Run 1, cells colored by class:
Scale: 8 px per micron.
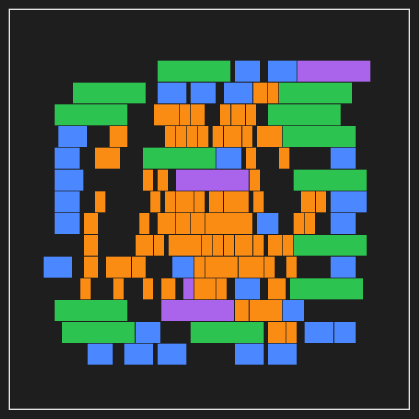
Run 1, metal 1:
Scale: 10 px per micron. Supply wires on this layer in gray. Cells faint in the background.
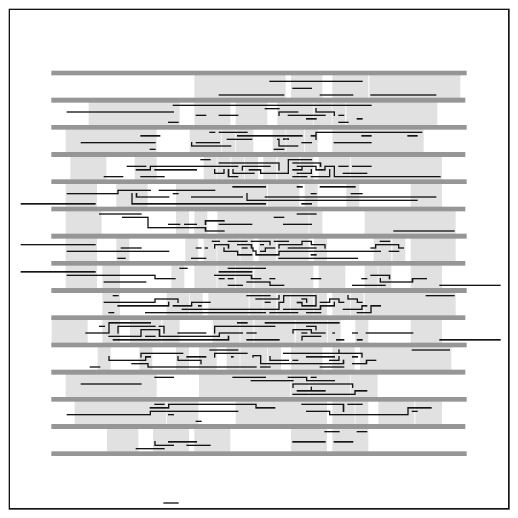
Run 1, placement view:
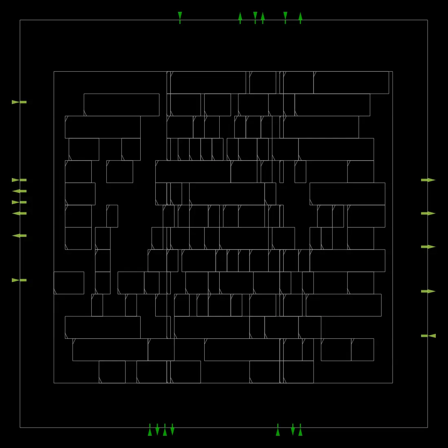
==> config.mk <==
export PLATFORM = sky130hd
export DESIGN_NAME = event_code_encoder
export DESIGN_NICKNAME = d
export VERILOG_FILES = /design/src/rtl/event_code_encoder.sv
export SDC_FILE = /design/constraint.sdc
export NUM_CORES = 1
export LEC_CHECK = 0
export ABC_AREA = 1
export CORE_MARGIN = 4
export CORE_UTILIZATION = 40
export CTS_BUF_LIST = sky130_fd_sc_hd__clkbuf_16
export DETAILED_ROUTE_END_ITERATION = 10
export PLACE_DENSITY_LB_ADDON = 0.3
export SYNTH_ARGS = -nofsm -noshare
export SYNTH_HDL_FRONTEND = slang
export SYNTH_SLANG_ARGS = --single-unit
==> constraint.sdc <==
create_clock -name i_clk -period 1.4 [get_ports i_clk]
set_input_delay 0.21 -clock i_clk [delete_from_list [all_inputs] [get_ports i_clk]]
set_output_delay 0.21 -clock i_clk [all_outputs]
set_load 0.02 [all_outputs]
==> flow_metrics.rpt, run 1 <==
IMPLEMENTATION SUMMARY REPORT
----------------------------------------------------
[Global routing]
  Global-route usage over all layers ........................ 0.159

[Final timing]
  Final Slew Violations ........................ 0
  Worst Max-Slew Pin Slew ........................ 240 ps
  Number of endpoints with negative hold slack in the final report ........................ 0
  Clock skew ........................ 0.665 ps
  Maximum clock frequency ........................ 769 MHz
  Minimum clock period after layout ........................ 1300 ps
  Final setup violation count ........................ 0

[Finish]
  Final layout net count ........................ 129
  Antenna diodes ........................ 0
  Most common logic cell in the routed design ........................ nand2_1
  Ratio of cells with drive above 1 in the final layout ........................ 0.207
  Most frequent cells in the layout ........................ 16 x nand2_1, 13 x dfrtp_1, 12 x dlygate4sd2_1

[CTS]
  Clock buffers created by TritonCTS ........................ 3
  Deepest level of the CTS H-tree ........................ 1
  Clk Tree Root Cell ........................ clkbuf_16
  CTS sink cnt ........................ 13
  Hold-fix buffers, CTS ........................ 0
  Worst-skew pair later-pin latency ........................ 240 ps
  Clock slew seen by the registers of the worst setup and hold paths ........................ 40 ps

[Floorplan]
  Floorplan utilization ........................ 0.444
  Die boundary width ........................ 49.8 microns

[Routing]
  Routed metal-1 wire length ........................ 798 microns
  DR WL met3 ........................ 95 microns
  Highest metal layer used by the detailed router ........................ met4
  Detailed Routing Iterations Pass 1 ........................ 4
  Via count normalized by instance count ........................ 5.07

[Worst setup path]
  Path depth of the worst reg2reg path ........................ 7
  WP buf/inv ........................ 1
  Crit path largest cell delay ........................ 460 ps
  Crit. path cell count ........................ 1
  Data arrival time of the critical path ........................ 1090 ps
  Nature of the critical path endpoint ........................ primary output

[Power]
  Total power ........................ 1280 uW
  Power per cell area ........................ 1210 nW/um^2
  Leakage Power ........................ 0.000542 uW

[Yosys]
  Synthesis Warnings ........................ 0
  Gate Count Post-Synth ........................ 85
  Post-synthesis cell count from yosys ........................ 85
  Mean Syn Cell Area ........................ 8.23 sq um
  Adder-cell share of the synthesized area ........................ 0
  Synth logic family ........................ simple AND/OR/NAND/NOR gates
  Post-synthesis instance area ........................ 699 sq um

[Placement]
  Placed wire-length estimate after detailed placement ........................ 1290 microns

[Status]
  Result of the run ........................ completed

[Job]
  Number of max-cap violations ........................ 0

----------------------------------------------------
-- 'cells colored by class' (at the start) --
flip-flops -> green  # cells 13, share of their area 31%
all other logic -> orange  # cells 71, share of their area 36%
other buffers and delay cells -> blue  # cells 28, share of their area 25%
clock drivers and dummy loads -> purple  # cells 4, share of their area 7.6%
flop share of the area: 0.308
final non-filler cell area: 1050 sq um

-- 'metal 1' (at the start) --
wire length on this layer = 798 microns
share of all routed wire = 46%
longest straight run = 19.8 microns
main direction = horizontal
number of vias in the routed layout: 669
met1 Track Usage GR: 0.207

-- 'placement view' (at the start) --
num sequential: 13
final core occ: 0.669

==> run 1: through the flow <==
step	std cells	worst slack [ps]	utilization	TNS [ps]	cell area (sq um)
2_1_floorplan	85	128	-	0	699
3_3_place_gp	128	-4.01	0.625	-4.01	985
3_5_place_dp	128	-38.2	0.625	-45.2	985
4_1_cts	132	2.04	0.665	0	1050
5_1_grt	132	-1.83	0.669	-1.83	1050
6_report	132	100	0.669	0	1050
==> run 1: logic make-up after synthesis <==
kind of cell | after synthesis
AND/OR/NAND/NOR | 38
AND-OR/OR-AND | 20
flip-flops | 13
buffers and inverters | 14
==> run 1: power breakdown <==
part	switching [uW]	internal [uW]	leakage [uW]
clock network	163	377	0.0000423
registers	36.2	413	0.000162
logic	163	126	0.000337
==> run 1: routing by layer <==
metal | vias up | GRT usage
li1 | 335 | -
met1 | 312 | 0.207
met2 | 19 | 0.229
met5 | - | 0
met4 | 0 | 0.0829
met3 | 3 | 0.0572
==> run 1: synth_stat cells <==
master    instances  share of area
inv_1            10          0.054
nor2_2            3          0.027
o21a_1            1          0.011
nand2_4           2          0.032
a31oi_1           2          0.018
nand2_1          16          0.086
nand3_1           3          0.021
nor3_4            1          0.023
nor2_1            9          0.048
inv_2             3          0.016
o21ai_2           1          0.013
dfrtp_1          13           0.47
nand2_2           3          0.027
a21oi_1           8          0.057
o21ai_1           4          0.029
nor2_4            1          0.016
a22o_1            1          0.013
a21oi_2           2          0.025
buf_2             1         0.0071
a221oi_1          1          0.013
==> run 1: repair_timing <==
item | CTS | global route
endpoints found under the setup margin | 12 | 2
resized | 12 | 2
hold endpoints to repair | 0 | 0
==> run 1: area by class of cell <==
type	count	area [sq um]
clock buffers	3	75.1
clock inverters	1	3.75
fillers	138	522
inverters	13	48.8
multi-input cells	58	324
flip-flops and latches	13	325
well taps	16	20.0
repair buffers	28	258
--- run 2 (diff from run 1) ---
--- a/config.mk
+++ b/config.mk
@@ -10,6 +10,7 @@
 export CORE_UTILIZATION = 40
 export CTS_BUF_LIST = sky130_fd_sc_hd__clkbuf_16
 export DETAILED_ROUTE_END_ITERATION = 10
+export HOLD_SLACK_MARGIN = 0.06
 export PLACE_DENSITY_LB_ADDON = 0.3
 export SYNTH_ARGS = -nofsm -noshare
 export SYNTH_HDL_FRONTEND = slang
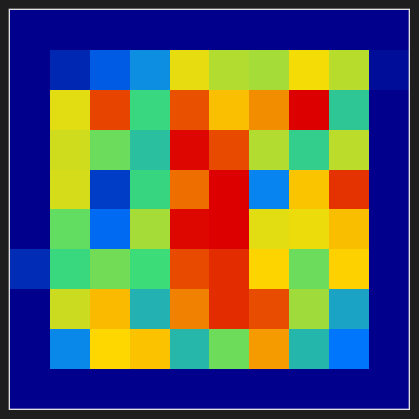
Run 2: placement density heat map
Scale: 8 px per micron. The die is cut into 10 by 10 equal tiles; dark blue is low, red is high, 0 to 100% covered.
nearly empty tiles = 34%
densest ninth of the die = center
fullest tile = 100%
tiles over 75% full = 25%
mean over tiles = 42%
CORE AREA: 1580 sq um
floorplan utilization: 0.444

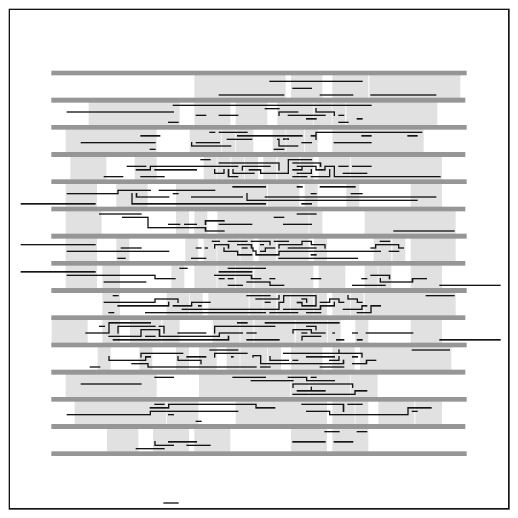
Run 2: metal 1
Scale: 10 px per micron. Supply wires on this layer in gray. Cells faint in the background.
wire length on this layer = 798 microns
nets with wire on the layer = 118
main direction = horizontal
final wirelength: 1720 microns

==> run 2 against run 1 <==
  * Register-to-register slack about the same
  * Die size unchanged
  * Flip-flop count did not move
  * Synthesized cell count is the same
  * Power stayed put
  * Critical path type unchanged
  * Largest power group unchanged
  * Highest routed layer unchanged
==> flow_metrics.rpt, run 2 <==
IMPLEMENTATION SUMMARY REPORT
----------------------------------------------------
[Status]
  Result of the run ........................ completed

[Final timing]
  Worst Max-Slew Pin Slew ........................ 240 ps
  Number of endpoints with negative hold slack in the final report ........................ 0
  Maximum clock frequency ........................ 769 MHz
  Minimum clock period after layout ........................ 1300 ps
  Clock skew ........................ 0.665 ps
  Final setup violation count ........................ 0

[Finish]
  Most common logic cell in the routed design ........................ nand2_1
  MI comb area ........................ 324 sq um
  Filler cells ........................ 138
  Ratio of cells with drive above 1 in the final layout ........................ 0.207
  Total area of sequential cells ........................ 325 sq um

[Yosys]
  Most instantiated cells after synthesis ........................ 16 x nand2_1, 13 x dfrtp_1, 10 x inv_1
  Leading cell type by number of instances after synthesis ........................ nand2_1
  Main area contributors ........................ dfrtp_1 47%, nand2_1 8.6%, a21oi_1 5.7%
  Asr flop ratio synth ........................ 1.00
  Post-synthesis cell count from yosys ........................ 85
  Mean Syn Cell Area ........................ 8.23 sq um
  Most common flop cell mapped by yosys ........................ dfrtp_1

[CTS]
  Clock slew seen by the registers of the worst setup and hold paths ........................ 40 ps
  Worst-skew pair later-pin latency ........................ 240 ps
  Clock buffers created by TritonCTS ........................ 3

[Worst setup path]
  WP buf/inv ........................ 1
  Crit. path cell count ........................ 1

[Floorplan]
  Die boundary width ........................ 49.8 microns

[Placement]
  Placed wire-length estimate after detailed placement ........................ 1290 microns
  Total placed cells including tap cells ........................ 128

[Routing]
  Via count normalized by instance count ........................ 5.07

[Job]
  Number of max-cap violations ........................ 0

----------------------------------------------------
[run 2: cell counts after synthesis]
No cell type changed its count.
[run 2: what timing repair did]
item,in CTS,in global routing
gates cloned,0,0
gates resized,12,2
setup endpoints to repair,12,2
[run 2: final cells by class]
cell class	instances	area share
Sequential cell	13	0.308
Multi-Input combinational cell	58	0.307
Timing Repair Buffer	28	0.244
Clock buffer	3	0.0712
Inverter	13	0.0463
Tap cell	16	0.0190
Clock inverter	1	0.00356
[run 2: report_power, final]
group          switching [uW]  internal [uW]  total (uW)
logic                     163            126         289
clock network             163            377         540
registers                36.2            413         449
[run 2: cell families after synthesis]
family / share of synthesized area
AOI/OAI and AO/OA: 0.177
and+or+nand+nor: 0.281
DFF: 0.465
buffers and inverters: 0.0769
[run 2: stage by stage]
stage               setup TNS [ps]  hold WS [ps]  total power (uW)   util
floorplan                        0         -85.6               616      -
global placement             -4.01           462               761  0.625
detailed placement           -45.2           471               766  0.625
CTS                              0           269              1290  0.665
global route                 -1.83           288              1350  0.669
finish                           0           270              1280  0.669
[run 2: per-layer routing]
layer	global-route usage	vias up	wire, microns
met5	0	-	0
met1	0.207	312	798
met4	0.0829	0	29
met2	0.229	19	794
li1	-	335	-
met3	0.0572	3	95
Power and IR drop assume default switching activity.
